--- src/rtl/spi_shift_engine_pkg.sv ---
// spi_shift_engine_pkg: shift-register mode encoding shared by the SPI datapath
package spi_shift_engine_pkg;
  typedef enum logic [1:0] {
    SR_HOLD  = 2'b00,
    SR_SHIFT = 2'b01,
    SR_CLEAR = 2'b10,
    SR_PLOAD = 2'b11
  } sr_mode_e;
endpackage

--- src/rtl/spi_shift_engine_sclk_edge_detect.sv ---
// sclk_edge_detect: two-flop synchroniser plus history flop giving one-cycle SCLK edge strobes
module sclk_edge_detect (
  input  logic clk,
  input  logic reset_n,
  input  logic serial_clk,
  output logic rise,
  output logic fall,
  output logic level
);
  logic s1, s2, s3;
  always_ff @(posedge clk)
    if (!reset_n) {s1, s2, s3} <= '0;
    else {s1, s2, s3} <= {serial_clk, s1, s2};
  assign rise  = s2 & ~s3;
  assign fall  = ~s2 & s3;
  assign level = s2;
endmodule

--- src/rtl/spi_shift_engine.sv ---
// spi_shift_engine: SPI mode 0-3 shift datapath with bit counter, received-word latch and frame-done pulse
module spi_shift_engine
  import spi_shift_engine_pkg::*;
#(
  parameter int WIDTH = 8,
  parameter int CNT_W = $clog2(WIDTH)
) (
  input  logic             clk,
  input  logic             reset_n,
  input  logic             serial_clk,
  input  logic [1:0]       mode,
  input  logic             cpol,
  input  logic             cpha,
  input  logic             lsb_first,
  input  logic [WIDTH-1:0] parallel_in,
  input  logic             serial_in,
  output logic [WIDTH-1:0] parallel_out,
  output logic             serial_out,
  output logic [WIDTH-1:0] rx_data,
  output logic             frame_done,
  output logic [CNT_W-1:0] bit_count
);
  logic [WIDTH-1:0] memory, shifted;
  logic rise, fall, level, edge_any, lead, sample, launch, last;
  sr_mode_e op;
  sclk_edge_detect u_edge (
    .clk       (clk),
    .reset_n   (reset_n),
    .serial_clk(serial_clk),
    .rise      (rise),
    .fall      (fall),
    .level     (level)
  );
  // a leading edge is the one that leaves the idle level cpol
  always_comb begin
    edge_any = rise | fall;
    lead     = edge_any & (level ^ cpol);
    sample   = cpha ? edge_any & ~lead : lead;
    launch   = cpha ? lead : edge_any & ~lead;
    last     = bit_count == CNT_W'(WIDTH - 1);
    op       = sr_mode_e'(mode);
    shifted  = lsb_first ? {serial_in, memory[WIDTH-1:1]} : {memory[WIDTH-2:0], serial_in};
  end
  always_ff @(posedge clk) begin
    if (!reset_n) begin
      memory     <= '0;
      rx_data    <= '0;
      bit_count  <= '0;
      serial_out <= 1'b0;
      frame_done <= 1'b0;
    end else begin
      frame_done <= 1'b0;
      if (op == SR_CLEAR) begin
        memory     <= '0;
        bit_count  <= '0;
        serial_out <= 1'b0;
      end else if (op == SR_PLOAD) begin
        memory     <= parallel_in;
        bit_count  <= '0;
        serial_out <= lsb_first ? parallel_in[0] : parallel_in[WIDTH-1];
      end else if (op == SR_SHIFT && sample) begin
        memory    <= shifted;
        bit_count <= last ? '0 : bit_count + 1'b1;
        if (last) begin
          rx_data    <= shifted;
          frame_done <= 1'b1;
        end
      end else if (op == SR_SHIFT && launch)
        serial_out <= lsb_first ? memory[0] : memory[WIDTH-1];
    end
  end
  assign parallel_out = memory;
endmodule

--- config.mk ---
export PLATFORM = sky130hd
export DESIGN_NAME = spi_shift_engine
export DESIGN_NICKNAME = d
export VERILOG_FILES = /design/src/rtl/spi_shift_engine_pkg.sv /design/src/rtl/spi_shift_engine_sclk_edge_detect.sv /design/src/rtl/spi_shift_engine.sv
export SDC_FILE = /design/constraint.sdc
export NUM_CORES = 1
export LEC_CHECK = 0
export ABC_AREA = 1
export CORE_MARGIN = 1
export CORE_UTILIZATION = 58
export CTS_CLUSTER_DIAMETER = 200
export CTS_CLUSTER_SIZE = 8
export DETAILED_ROUTE_END_ITERATION = 10
export DONT_BUFFER_PORTS = 1
export GPL_TIMING_DRIVEN = 0
export PLACE_DENSITY = 0.74
export SLEW_MARGIN = 30
export SYNTH_ARGS = -nofsm -noshare
export SYNTH_HDL_FRONTEND = slang
export SYNTH_SLANG_ARGS = --single-unit
--- constraint.sdc ---
create_clock -name clk -period 2.25 [get_ports clk]
set_input_delay 0.225 -clock clk [delete_from_list [all_inputs] [get_ports clk]]
set_output_delay 0.225 -clock clk [all_outputs]
set_load 0.1 [all_outputs]
### Where the registers sit

(10 px per um) Other sequential cells in the stronger gray, the rest of the logic in the fainter gray.
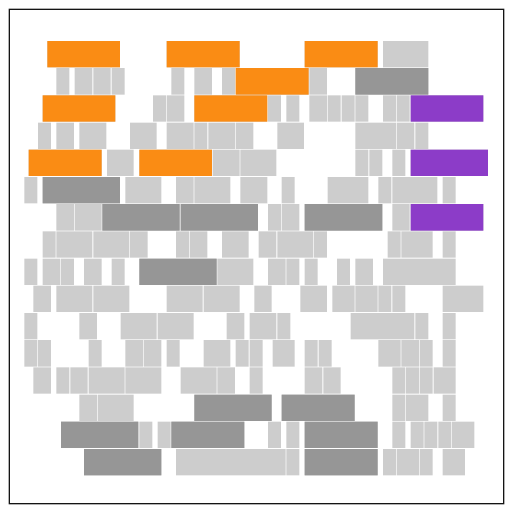
legend:
  purple:
    signal: `bit_count`
    sequential_cells: 3
  orange:
    signal: `rx_data`
    sequential_cells: 8
flop share of the area: 0.350
P_seq: 475 uW
register area: 492 um^2
post-layout util: 0.695

### Power grid

(8 px per um) Pins as bars on the die edge. Tap cells in gray.
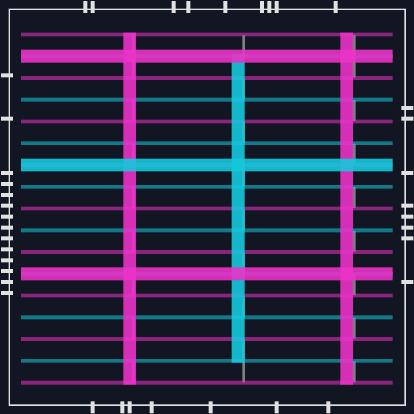
legend:
  cyan:
    net: VDD
  magenta:
    net: VSS
met5 straps: 3
tap cells: 27
rows: 16
met1 rails: 17
core area: 2020 um^2
Die H: 49.3 um

### Wiring by layer

(10 px per um)
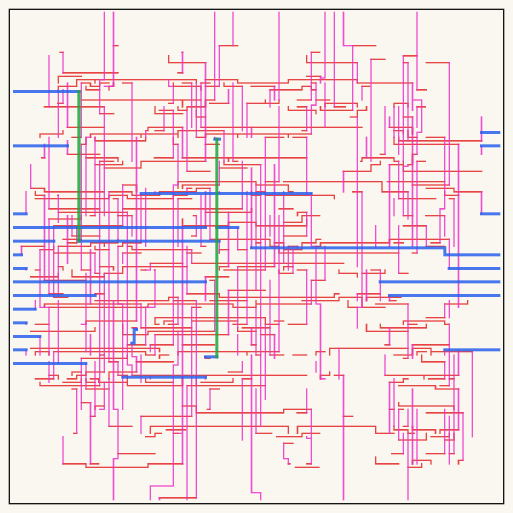
legend:
  red:
    layer: M1
    wire_length: 1,140 um
  magenta:
    layer: M2
    wire_length: 1,250 um
  green:
    layer: M4
    wire_length: 36.7 um
  blue:
    layer: M3
    wire_length: 187 um
Total Wirelength: 2.61 mm
GRT Util Overall: 0.249
via count: 1,095

### The clock network

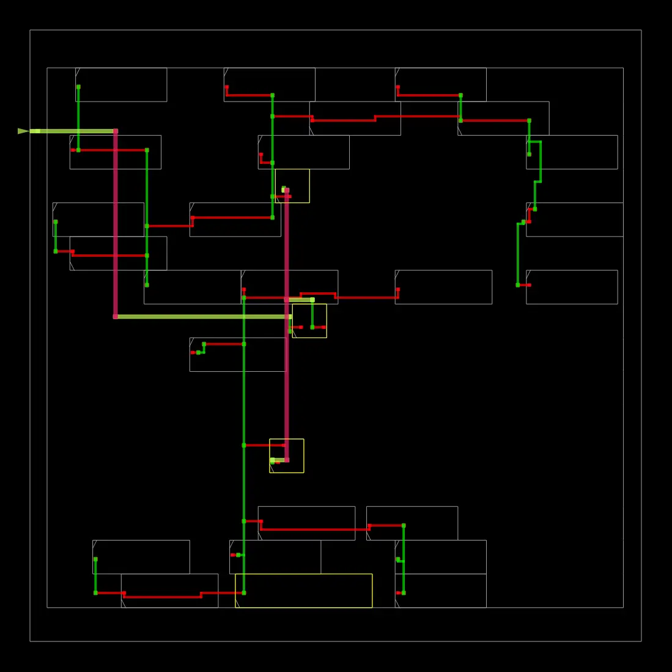
Clk. pwr: 310 uW
Setup Skew: 0.00732 ns
Latency at later pin: 0.32 ns
# clk buffers: 3
CTS buffer count: 3

==> reports/qor.txt <==
outcome: complete, no violations
Cell Rows: 16
setup bufs post-CTS: 0
Worst-path clk slew: 0.13 ns
post-route clock period utilization: 0.933
CP max stage delay: 1.01 ns
synth warn: 0
setup slack at placement: 0.159 ns
gate count of the mapped netlist: 168
Final Non-Filler Cells: 200
Logic pwr share: 0.103
Simple-Gate Area Share: 0.380
post-layout min period: 2.10 ns
required time worst endpoint: 2.52 ns
Post-synth top flop: dfxtp_1
antenna fix cells: 0
# placed instances: 195
synth cell count leaders: nand2_1, dfxtp_1, a21oi_1
met2 WL: 1.25 mm
IO Port Bufs: 0
CP max FO: 8
width of the die: 49.3 um
OpenROAD warnings: 26
Non-clock buffers, area share: 0.0392
Setup WS post-layout: 0.150 ns
Yosys top cell by area: dfxtp_1
Non-clk invs: 14
combinational power: 90.4 uW
Adder Area Share: 0.0193
1st-pass router iterations: 4
Final ANT Viol Nets: 0
yosys stat area: 1300 um^2
seq_cells: 24
largest net degree at the start of global routing: 15
# IOs: 38
peak supply drop: 0.586 mV
switching pwr: 230 uW
post-synthesis sequential area ratio: 0.370
share of cells above drive strength 1: 0.243
Top Layout Cells: nand2_1, dfxtp_1, a21oi_1
most numerous logic cell after layout: nand2_1
Netlist Area Pre-Place: 1300 um^2
PnR Total Power: 876 uW
met1 WL: 1.14 mm
Initial DRC Count: 21
Synth cell types: 26
Rel. slew slack: 0.333
[registers in the layout, indices dropped and copies added, names as in the netlist]
signal,count
parallel_out,8
rx_data,8
bit_count,3
frame_done,1
serial_out,1
u_edge.level,1
u_edge.s1,1
u_edge.s3,1
[worst paths after layout]
path / startpoint / to / slack (ns) / cells after the start
hold reg to reg: u_edge.s1$_SDFF_PN0_ / u_edge.level$_SDFF_PN0_ / 0.44 / 2
hold / removal: reset_n / frame_done$_SDFF_PP0_ / 0.03 / 2
setup reg to reg: bit_count[1]$_SDFFE_PP0N_ / rx_data[4]$_SDFFE_PN0P_ / 0.15 / 6
setup / recovery: bit_count[1]$_SDFFE_PP0N_ / rx_data[4]$_SDFFE_PN0P_ / 0.15 / 6
Power figures rest on the tool's default switching activity, not on a simulated workload.
